## config.mk

```make
export PLATFORM = sky130hd
export DESIGN_NAME = tap_shift_register
export DESIGN_NICKNAME = d
export VERILOG_FILES = /design/src/rtl/tap_shift_pkg.sv /design/src/rtl/tap_shift_register_mux.sv /design/src/rtl/tap_shift_register.sv
export SDC_FILE = /design/constraint.sdc
export NUM_CORES = 1
export LEC_CHECK = 0
export CAP_MARGIN = 25
export CORE_MARGIN = 10
export CORE_UTILIZATION = 30
export CTS_CLUSTER_SIZE = 25
export DETAILED_ROUTE_END_ITERATION = 8
export GPL_TIMING_DRIVEN = 0
export PLACE_DENSITY_LB_ADDON = 0.08
export SETUP_SLACK_MARGIN = 0.05
export SLEW_MARGIN = 15
export SYNTH_ARGS = -nofsm -noshare
export SYNTH_HDL_FRONTEND = slang
export SYNTH_SLANG_ARGS = --single-unit
```

## constraint.sdc

```tcl
create_clock -name clk -period 3.7 [get_ports clk]
set_input_delay 0.555 -clock clk [delete_from_list [all_inputs] [get_ports clk]]
set_output_delay 0.555 -clock clk [all_outputs]
set_load 0.01 [all_outputs]
```

## src/rtl/tap_shift_pkg.sv

```systemverilog
// Shared types and helpers for the tap shift register.
// Holds the resolved command encoding and the priority function
// that turns the raw clear/load/shift strobes into one command.
package tap_shift_pkg;

  typedef enum logic [1:0] {
    CMD_HOLD  = 2'd0,
    CMD_SHIFT = 2'd1,
    CMD_LOAD  = 2'd2,
    CMD_CLEAR = 2'd3
  } cmd_e;

  // Priority: clear beats load beats shift; nothing asserted means hold.
  function automatic cmd_e resolve_cmd(input logic clear,
                                       input logic load_en,
                                       input logic shift_en);
    cmd_e cmd;
    if (clear)         cmd = CMD_CLEAR;
    else if (load_en)  cmd = CMD_LOAD;
    else if (shift_en) cmd = CMD_SHIFT;
    else               cmd = CMD_HOLD;
    return cmd;
  endfunction

endpackage

```

## src/rtl/tap_shift_register_mux.sv

```systemverilog
// Read tap for the tap shift register: DEPTH:1 mux over WIDTH-bit
// entries, forcing zero/invalid for addresses past the last entry.
// Build option TAP_REG_EN: registers tap_data/tap_valid (one extra
// cycle of latency, sync reset to zero); otherwise purely combinational.
module tap_shift_mux
  import tap_shift_pkg::*;
#(
  parameter int WIDTH = 8,
  parameter int DEPTH = 8,
  parameter int AW    = $clog2(DEPTH),
  parameter int CW    = $clog2(DEPTH + 1)
) (
`ifdef TAP_REG_EN
  input  logic                   clk,
  input  logic                   rst,
`endif
  input  logic [DEPTH*WIDTH-1:0] entries,
  input  logic [AW-1:0]          addr,
  input  logic [CW-1:0]          fill,
  output logic [WIDTH-1:0]       tap_data,
  output logic                   tap_valid
);

  logic [31:0]      addr_ext;
  logic [31:0]      fill_ext;
  logic             in_range;
  logic [WIDTH-1:0] sel_data;
  logic             sel_valid;

  assign addr_ext = 32'(addr);
  assign fill_ext = 32'(fill);
  assign in_range = (addr_ext < 32'(DEPTH));

  // Select entry[addr]; out-of-range addresses match no entry and read zero.
  always_comb begin
    sel_data = '0;
    for (int i = 0; i < DEPTH; i++) begin
      if (addr_ext == 32'(i)) sel_data = entries[i*WIDTH +: WIDTH];
    end
    sel_valid = in_range && (addr_ext < fill_ext);
  end

`ifdef TAP_REG_EN
  // Registered tap: captures the selection made with the previous edge's state.
  always_ff @(posedge clk) begin
    if (rst) begin
      tap_data  <= '0;
      tap_valid <= 1'b0;
    end else begin
      tap_data  <= sel_data;
      tap_valid <= sel_valid;
    end
  end
`else
  assign tap_data  = sel_data;
  assign tap_valid = sel_valid;
`endif

endmodule

```

## src/rtl/tap_shift_register.sv

```systemverilog
// Parametrised DEPTH x WIDTH shift register with addressable read tap,
// parallel load, clear and saturating fill count. Entry 0 is newest.
// Build option TAP_REG_EN: registered read tap (see tap_shift_mux).
module tap_shift_register
  import tap_shift_pkg::*;
#(
  parameter int WIDTH = 8,
  parameter int DEPTH = 8,
  parameter int AW    = $clog2(DEPTH),
  parameter int CW    = $clog2(DEPTH + 1)
) (
  input  logic                   clk,
  input  logic                   rst,
  input  logic                   clear,
  input  logic                   load_en,
  input  logic [DEPTH*WIDTH-1:0] load_data,
  input  logic                   shift_en,
  input  logic [WIDTH-1:0]       shift_in,
  input  logic [AW-1:0]          addr,
  output logic [WIDTH-1:0]       tap_data,
  output logic                   tap_valid,
  output logic [WIDTH-1:0]       shift_out,
  output logic [CW-1:0]          fill,
  output logic                   full
);

  localparam logic [CW-1:0] FILL_MAX = CW'(DEPTH);

  logic [WIDTH-1:0]       mem [DEPTH];
  logic [DEPTH*WIDTH-1:0] entries_flat;
  cmd_e                   cmd;

  assign cmd = resolve_cmd(clear, load_en, shift_en);

  // Entry storage: reset/clear zero everything, load replaces all, shift moves toward DEPTH-1.
  always_ff @(posedge clk) begin
    if (rst) begin
      for (int i = 0; i < DEPTH; i++) mem[i] <= '0;
    end else begin
      case (cmd)
        CMD_CLEAR: for (int i = 0; i < DEPTH; i++) mem[i] <= '0;
        CMD_LOAD:  for (int i = 0; i < DEPTH; i++) mem[i] <= load_data[i*WIDTH +: WIDTH];
        CMD_SHIFT: begin
          mem[0] <= shift_in;
          for (int i = 1; i < DEPTH; i++) mem[i] <= mem[i-1];
        end
        default: ;
      endcase
    end
  end

  // Fill count: saturates at DEPTH on shift so it never wraps.
  always_ff @(posedge clk) begin
    if (rst) begin
      fill <= '0;
    end else begin
      case (cmd)
        CMD_CLEAR: fill <= '0;
        CMD_LOAD:  fill <= FILL_MAX;
        CMD_SHIFT: if (fill != FILL_MAX) fill <= fill + 1'b1;
        default: ;
      endcase
    end
  end

  // Flatten the entry array for the read mux.
  always_comb begin
    entries_flat = '0;
    for (int i = 0; i < DEPTH; i++) entries_flat[i*WIDTH +: WIDTH] = mem[i];
  end

  assign shift_out = mem[DEPTH-1];
  assign full      = (fill == FILL_MAX);

  tap_shift_mux #(
    .WIDTH (WIDTH),
    .DEPTH (DEPTH),
    .AW    (AW),
    .CW    (CW)
  ) u_mux (
`ifdef TAP_REG_EN
    .clk       (clk),
    .rst       (rst),
`endif
    .entries   (entries_flat),
    .addr      (addr),
    .fill      (fill),
    .tap_data  (tap_data),
    .tap_valid (tap_valid)
  );

endmodule

```

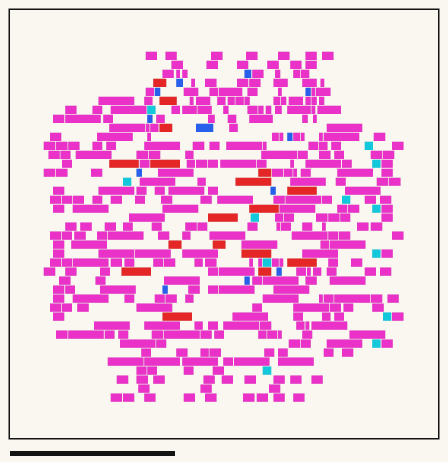
drive_strength.png
The bar under the picture is 50 um long.
| size | color | cells |
|---|---|---|
| drive 3 to 4 | cyan | 12 |
| drive 6 and up | red | 17 |
| drive 1 or less | magenta | 346 |
| drive 2 | blue | 12 |
final setup margin: 246.4 ps
Signal buffers: 132

==> Changelog: implementation <==
### Metrics

- Status: finished, final reports clean
- Post-CTS Hold Buffers: 0
- Yosys aoi share: 22.62%
- Pwr Density: 414.4 mW/mm^2
- DRT Wirelength: 10620 um
- Post-CTS sizing: 0
- Vias: 2674
- F_max: 289.6 MHz
- Clk slew on worst S/H paths: 50 ps
- CTS tree: yes
- Setup violators final: 0
- Crit start category: input pin
- Die Y: 129.5 um
- Highest-count logic cell in the final layout: clkdlybuf4s50_1
- HP Class: reg -> reg
- Ys async rst share: 0%
- Die Width: 129.5 um
- H-tree Lvls: 3
- Crit Path Max Fanout: 10
- Buffers on Ports: 101
- Syn Nets: 358
- Synth Warn #: 0
- Initial DRT Pass Iterations: 4
- CP Class: in -> out
- Worst hold endpoint: fill[1]
- Critical Path RT: 3140 ps
- Hold Fails Final Rpt: 0
- Critical path data arrival time: 2900 ps
- Core Util at FP: 31.09%
- Cell Area, Synth: 0.003596 sq mm
- Min Clock Period, post-route: 3454 ps
- Count of unique library cells instantiated by Yosys: 32
- Setup TNS: 0 ps
- Simple share: 5.637%
- # nets final: 471
- Largest net degree at the start of global routing: 25
- Rel. slew slack: 50.25%
- Worst slew pin tran: 744.4 ps
- Number of enable flip-flop cells: 64
- Depth of the most critical reg-to-reg path: 6
- Vias/cell: 5.045
- R2r endpoint: fill[2]
- Layout area overhead: 41.34%
- Initial DRC Count: 132
- MaxCap Viol Count: 0
- Global Route Usage Sum: 12.62%
- Total die size: 0.01677 sq mm
- CTS Buffer Depth: 2
- Hold depth: 2
- Total gr overflow: 0
- Layout cell share with drive strength beyond 1: 10.59%
- Main synth FF type: edfxtp_1
- Most common logic cells in the final layout: 101 x clkdlybuf4s50_1, 72 x a22o_1, 64 x edfxtp_1
- Num rows: 39
- Final Max Tran Viols: 0
- Dpl hpwl: 8281 um
- Nature of the critical path endpoint: primary output
- RSZ-0062 raised after global routing: false
- Post-Synthesis Mean Instance Area: 13.32 sq um
- R2R setup slack: 2190 ps
- Core Box Area: 0.01156 sq mm
- Final Instance Area: 0.005082 sq mm
- Root buf cell: clkbuf_16
- First-pass GRT wire length: 16290 um
- Synth Instances: 270
- Log Warnings: 30
- Post-CTS setup buffers: 0
- Clk latency late pin: 320 ps
- Max stage delay on crit path: 540 ps
- WL/cell: 20.03 um
- Placer Congestion: 0.8099
- Antenna diode count: 0
- Antenna Nets Post-Route: 0
- Mux cell area share: 6.681%
- Flops & latches, synth: 68
- YS chip area: 0.003596 sq mm
- Drt drc: 0
- Initial antenna violation count: 0
- Worst R2R Start: fill[0]
- Final Total Pwr: 2.106 mW
- Vias in the first global route: 2882
- Max IR drop VDD: 0.1979 mV
- Post-synthesis sequential area ratio: 55.67%
- Cycle use final: 93.34%
- Cts bufs inserted: 9
- Clk_skew: 6.317 ps
- P_leak: 2.016 nW
- Clk sinks: 68
- Slowest library cell on the worst path: clkdlybuf4s50_1
- Post-Synth XOR/XNOR Area: 0.2436%
- DP Area: 0.004786 sq mm
- Crit-path cells: clkdlybuf4s50_1, clkbuf_1, and3_1, clkbuf_1, a22o_1, clkdlybuf4s50_1
- # Cells Yosys: 270
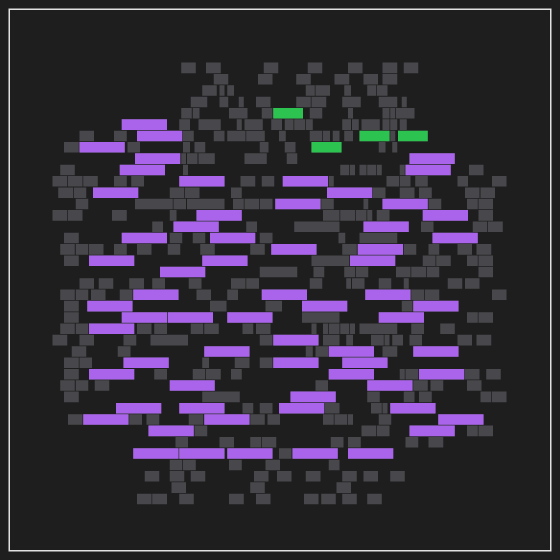
registers.png
| signal | color | flops |
|---|---|---|
| `fill` | green | 4 |
| `mem` | purple | 64 |
sequential power: 0.955 mW
sequential share of cell area: 39.39%
Reg area: 0.002002 sq mm
Layout Utilization: 43.95%

-- area by class of cell --
| type | count | area (sq um) |
|---|---|---|
| fillers | 1082 | 6482 |
| plain buffers | 30 | 206.4 |
| multi-input cells | 166 | 1365 |
| well taps | 143 | 178.9 |
| flip-flops and latches | 68 | 2002 |
| repair buffers | 102 | 1026 |
| clock inverters | 6 | 56.30 |
| inverters | 6 | 22.52 |
| clock buffers | 9 | 225.2 |
-- cells in the mapped netlist (2+ instances only) --
cell	instances	area [sq um]
nor2b_1	4	25.02
or4_1	4	30.03
dfxtp_1	4	80.08
nand3_1	3	15.01
and2b_1	3	22.52
a22oi_1	8	60.06
inv_1	6	22.52
o211ai_1	8	60.06
edfxtp_1	64	1922
a22o_1	72	630.6
buf_6	6	67.56
or2_2	2	12.51
nand2_1	10	37.54
ha_1	8	100.1
clkbuf_1	6	22.52
a21oi_1	7	35.03
a21o_1	2	15.01
buf_4	11	82.58
mux2i_1	24	240.2
buf_2	6	30.03
-- metal layers --
metal / global-route usage [%] / wire length (um)
met5: 0 / 0
met4: 3.175 / 77
met3: 4.486 / 828
met2: 19.69 / 4809
met1: 16.36 / 4901
-- per-stage QoR --
stage	std cells	setup WS [ps]	hold slack [ps]
floorplan	270	1331	515.1
global placement	514	223.8	506.1
detailed placement	514	240.8	519.6
CTS	529	235.3	529.3
global route	530	105.3	556.4
finish	530	246.4	530.9
-- flip-flops by register name, indices dropped and copies added (netlist names) --
register  cells
mem          64
fill          4
-- critical path: cells and delay by family --
family	cells	cell delay (ps)
buf+inv	4	1870
compound gates	1	240
simple gates	1	220
-- kinds of logic after synthesis --
family | Yosys count
compound gates | 99
flops | 68
buf+inv | 36
simple gates | 34
mux | 24
fa+ha+maj | 8
xor+xnor | 1
-- where the power goes --
group | switching [mW] | total [mW] | internal (mW)
clock network | 0.311 | 0.823 | 0.512
logic | 0.137 | 0.328 | 0.191
registers | 0.0381 | 0.955 | 0.917
total | 0.487 | 2.11 | 1.62
-- how the worst max path moves through the flow --
stage / to / slack (ps) / from
after global placement: tap_data[0] / 220 / addr[2]
after floorplan: mem[0][10] / 1330 / clear
after detailed placement: tap_data[0] / 240 / addr[2]
final: tap_data[6] / 250 / addr[2]
after CTS: tap_data[0] / 240 / addr[2]
after global routing: tap_data[4] / 110 / addr[2]
Power is estimated from default activity; no workload was simulated.
